## src/rtl/rsa_pkg.sv

```systemverilog
// Shared constants and state types for the RSA decryption datapath.
// Used by both the input deserializer and the output serializer.
package rsa_pkg;

    localparam int RSA_WIDTH  = 512;
    localparam int RSA_BYTE_W = 8;

    typedef enum logic [1:0] {
        IDLE = 2'd0,
        SEND = 2'd1,
        DONE = 2'd2
    } shift_out_state_t;

endpackage

```

## src/rtl/rsa_shift_out.sv

```systemverilog
// Output serializer: captures one result word and streams it MSB byte first
// over an 8-bit valid/ready interface, then pulses done for one cycle.
module rsa_shift_out
    import rsa_pkg::*;
#(
    parameter int WIDTH  = RSA_WIDTH,
    parameter int BYTE_W = RSA_BYTE_W
) (
    input  logic              clk,
    input  logic              rst,
    input  logic              load,
    input  logic [WIDTH-1:0]  dataIn,
    input  logic              ready,
    output logic [BYTE_W-1:0] dataOut,
    output logic              valid,
    output logic              busy,
    output logic              done,
    output logic [1:0]        state_dbg
);

    localparam int NBYTES = WIDTH / BYTE_W;
    localparam int CW     = $clog2(NBYTES);
    localparam logic [CW-1:0] LAST = CW'(NBYTES - 1);

    shift_out_state_t state;
    logic [WIDTH-1:0] shiftReg;
    logic [CW-1:0]    count;

    // Handshake: a byte moves on every rising edge where valid && ready.
    // valid depends only on state, so dataOut is stable across ready=0 cycles.
    assign dataOut   = shiftReg[WIDTH-1 -: BYTE_W];
    assign state_dbg = state;

    always_ff @(posedge clk or posedge rst) begin
        if (rst) begin
            state    <= IDLE;
            shiftReg <= '0;
            count    <= '0;
            valid    <= 1'b0;
            busy     <= 1'b0;
            done     <= 1'b0;
        end else begin
            case (state)
                IDLE: begin
                    if (load) begin
                        shiftReg <= dataIn;
                        count    <= '0;
                        state    <= SEND;
                        valid    <= 1'b1;
                        busy     <= 1'b1;
                    end
                end
                SEND: begin
                    // load is ignored here, including on the final transfer edge
                    if (ready) begin
                        shiftReg <= shiftReg << BYTE_W;
                        count    <= count + 1'b1;
                        if (count == LAST) begin
                            state <= DONE;
                            valid <= 1'b0;
                            done  <= 1'b1;
                        end
                    end
                end
                DONE: begin
                    state <= IDLE;
                    done  <= 1'b0;
                    busy  <= 1'b0;
                end
                default: begin
                    state <= IDLE;
                    valid <= 1'b0;
                    busy  <= 1'b0;
                    done  <= 1'b0;
                end
            endcase
        end
    end

endmodule

```

## config.mk

```make
export PLATFORM = sky130hd
export DESIGN_NAME = rsa_shift_out
export DESIGN_NICKNAME = d
export VERILOG_FILES = /design/src/rtl/rsa_pkg.sv /design/src/rtl/rsa_shift_out.sv
export SDC_FILE = /design/constraint.sdc
export NUM_CORES = 2
export LEC_CHECK = 0
export CAP_MARGIN = 5
export CORE_MARGIN = 2
export CORE_UTILIZATION = 35
export CTS_CLUSTER_DIAMETER = 50
export DETAILED_ROUTE_END_ITERATION = 6
export GPL_TIMING_DRIVEN = 0
export PLACE_DENSITY = 0.66
export SLEW_MARGIN = 20
export SYNTH_ARGS = -nofsm -noshare
export SYNTH_HDL_FRONTEND = slang
export SYNTH_SLANG_ARGS = --single-unit
```

## constraint.sdc

```tcl
create_clock -name clk -period 38.3 [get_ports clk]
set_input_delay 11.49 -clock clk [delete_from_list [all_inputs] [get_ports clk]]
set_output_delay 11.49 -clock clk [all_outputs]
set_load 0.01 [all_outputs]
```

==> results_dict.tcl <==
# collected from the flow reports
set metrics [dict create \
    crit_family "buffers and inverters" \
    arrival_ns 14.00 \
    ys.flop_type "dfrtp_1" \
    clock_sinks 523 \
    chipWidth_microns 269 \
    nWellTaps 940 \
    period_used_share 0.352 \
    antenna_found_initial 32 \
    critPathLaunch "ready" \
    critPathKind "input pin to register" \
    cts_tree "yes" \
    crit_buf_inv 3 \
    leakage_uw 0.0146 \
    num_io_pins 529 \
    openroad.warnings 29 \
    top_cell_area_share 0.533 \
    routed_wirelength_mm 83.8 \
    drive_gt1_frac 0.0805 \
    cts_root_buf "clkbuf_16" \
    ctsResizeCount 0 \
    max_slew_margin 0.414 \
    rows 97 \
    worst_setup_path_start_kind "input pin" \
    drtPass1Iterations 5 \
    vias_per_cell 5.29 \
    seqCellArea_sq_um 13100 \
    drt_iter0_markers 1410 \
    cp.required_ns 38.81 \
    num_antenna_cells 19 \
    synth-seq-cells 523 \
    setup_viol 0 \
    fin_ws_ns 24.81 \
    post_cts_buffers 0 \
    clk_pin_slew_ns 0.06 \
    slew_violations 0 \
    postRouteAntennaNets 0 \
    port_buffers 528 \
    synth.area.top_cells "dfrtp_1, o21ai_0, mux2i_1, clkbuf_1, buf_2" \
    design.seq.count 523 \
    chipArea_sq_um 72300 \
    synthMuxAreaShare 0.206 \
    synth-xor-area-share 0.000357 \
    postSynthSeqShare 0.533 \
    adder_share 0.000509 \
    place_hpwl_mm 61.8 \
    grt_pass1_wl_mm 125 \
    synth_area_leader_cell "dfrtp_1" \
    clock_path_buffers 3 \
    cts_made_buffers 71 \
    hold_violations 0 \
    synthesis.nets 2837 \
    clock_latency_ns 0.60 \
    fmax_mhz 74.1 \
    first_global_vias 21100 \
    status "finished clean" \
    critPathCaptureType "register" \
    final_nets 3443 \
    gp_congestion 0.826 \
    min_from "shiftReg[225]" \
    gr-total-overflow 0 \
    buffers 769 \
    buf_share 0.193 \
    comb_area_sq_um 10400 \
    p_per_area_nw_per_um2 55.9 \
    edf_count 0 \
    yosys.area_share.aoi 0.212 \
    ys_types 31 \
    cap_violations 0 \
    async_reset_ff_frac 1.00 \
    syn_inst 2320 \
    fin_worst_skew_ns 0.0173 \
    cp_cell_sequence "clkdlybuf4s50_1 -> mux2i_1 -> clkbuf_1 -> clkbuf_1 -> o21ai_0 -> o21ai_0" \
    grtUsageTotal 0.226 \
    slowest_delay_ns 0.73 \
    ys_cells 2320 \
    fin_setup_tns_ns 0 \
    worstMarginPinSlew_ns 0.879 \
]
## cells in the mapped netlist (2+ instances only)
| library cell | count |
|---|---|
| inv_1 | 3 |
| nand2_1 | 4 |
| clkbuf_1 | 120 |
| buf_1 | 5 |
| a21oi_1 | 3 |
| o21ai_0 | 1013 |
| dfrtp_1 | 523 |
| mux2i_1 | 505 |
| buf_6 | 3 |
| nor2_1 | 4 |
| clkbuf_2 | 34 |
| a21o_1 | 2 |
| buf_4 | 10 |
| buf_2 | 64 |
| nand3_1 | 3 |
| a22o_1 | 8 |
| nor2b_1 | 2 |
## worst min-delay path, delay by kind of cell (launching register included)
kind               cells  cell delay [ns]
AOI/OAI and AO/OA      2             0.13
DFF                    1             0.33
## cells in the final DEF (no fill, tap or decap), types with 2 or more instances in the layout
master / Yosys / routed
buf_16: 0 / 5
nand3_1: 3 / 3
clkinv_8: 0 / 3
clkbuf_2: 34 / 34
buf_6: 3 / 3
buf_2: 64 / 64
inv_6: 0 / 3
a21o_1: 2 / 2
clkdlybuf4s50_1: 0 / 528
clkbuf_16: 0 / 72
buf_4: 10 / 10
a21oi_1: 3 / 3
nand2_1: 4 / 4
buf_1: 5 / 5
o21ai_0: 1013 / 1013
nor2b_1: 2 / 2
dfrtp_1: 523 / 523
inv_1: 3 / 2
clkbuf_8: 0 / 10
inv_16: 0 / 2
inv_8: 0 / 2
bufinv_16: 0 / 2
clkinvlp_4: 0 / 11
diode_2: 0 / 19
clkinv_4: 0 / 7
mux2i_1: 505 / 505
a22o_1: 8 / 8
clkinv_2: 0 / 10
nor2_1: 4 / 4
clkbuf_1: 120 / 126
## per-stage QoR
step | total power [uW] | cell area [sq um] | instances
after floorplan | 1050 | 24600 | 2320
after detailed placement | 1230 | 31200 | 3793
final | 1880 | 33600 | 3939
after CTS | 1890 | 33500 | 3920
after global placement | 1220 | 31000 | 3788
after global routing | 1980 | 33600 | 3937
## worst paths after layout
| check | end | cells after the start | slack [ns] |
|---|---|---|---|
| worst max-delay path | shiftReg[402] | 6 | 24.81 |
| worst min-delay path | shiftReg[225] | 2 | 0.50 |
| worst max register to register | shiftReg[402] | 5 | 35.63 |
| worst min register to register | shiftReg[225] | 2 | 0.50 |
| max in group asynchronous | shiftReg[333] | 5 | 25.21 |
| min in group asynchronous | shiftReg[50] | 2 | 11.34 |
## cell families (layout without fill, tap and decap cells)
family / count (synthesis) / in the layout
AOI/OAI and AO/OA: 1029 / 1029
xor gates and xnor gates: 1 / 1
adders and majority gates: 1 / 1
buffers and inverters: 239 / 899
DFF: 523 / 523
muxes: 506 / 506
other: 0 / 19
and+or+nand+nor: 21 / 21
## state kept, by name (all words and copies together), names as in the netlist
| register | count |
|---|---|
| state_dbg | 2 |
| valid | 1 |
| shiftReg | 512 |
| count | 6 |
| done | 1 |
| busy | 1 |
## per-layer routing
metal  routed length, microns  vias up  share of wire  global-route usage
met5                      166        -         0.0020                   0
met4                     2500       24          0.030              0.0893
met3                     5730      159          0.068              0.0585
met2                    39500      667           0.47               0.356
met1                    35900    10300           0.43               0.297
li1                         -     9656              -                   -
## report_power, final
group	leakage, uW	switching (uW)	internal, uW
combinational	0.00670	204	195
clock	0.00112	270	384
sequential	0.00675	96.6	726
==> images/clock_map.png <==
Scale: 1 px per micron.
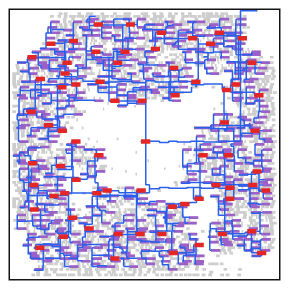
[blue] clock wires | length: 7,690 microns
[red] cells driving clock nets | count: 71
[purple] flip-flops | count: 523
routed clock nets: 72

==> images/cell_classes.png <==
Scale: 1 px per micron.
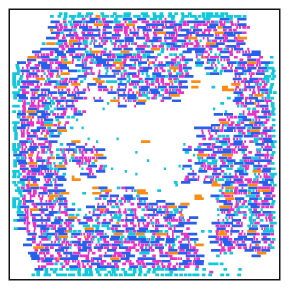
[magenta] all other logic | cells: 1,561 | share of their area: 32%
[blue] flops | cells: 523 | share of their area: 40%
[cyan] other buffers and delay cells | cells: 769 | share of their area: 20%
[orange] clock drivers and dummy loads | cells: 127 | share of their area: 7.2%

==> images/registers.png <==
Scale: 1 px per micron. Other sequential cells in the stronger gray, the rest of the logic in the fainter gray.
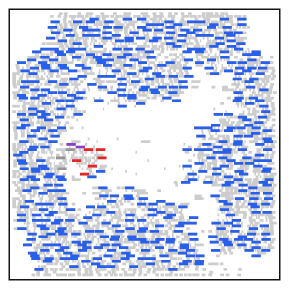
[blue] shiftReg | placed flops: 512 | where: spread over the die
[red] count | placed flops: 6
[purple] state_dbg | placed flops: 2
not colored: 3

==> images/port_nets.png <==
Scale: 2 px per micron.
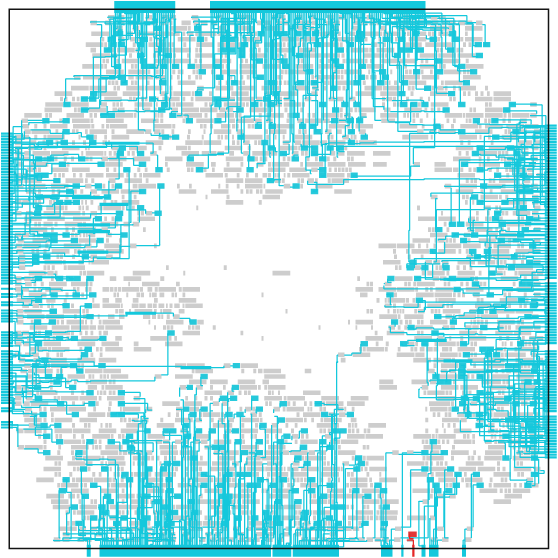
[red] rst | bits: 1 | direction: input | edge: bottom | end cells: 1 | buffers: 1 | wire: 11.0 microns
[cyan] dataIn | bits: 512 | direction: input | edge: 150 top, 146 bottom, 119 right, 97 left | end cells: 512 | buffers: 512 | wire: 24.7 mm

==> images/final_placement.png <==
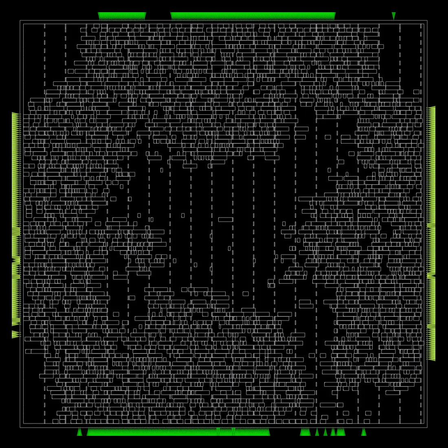
Finished Layout Cells: 3,939
Core Region: 69,800 sq um
fin util: 0.481
fillers: 6,507

No activity file was given, so power comes from the tool's default toggle rates.
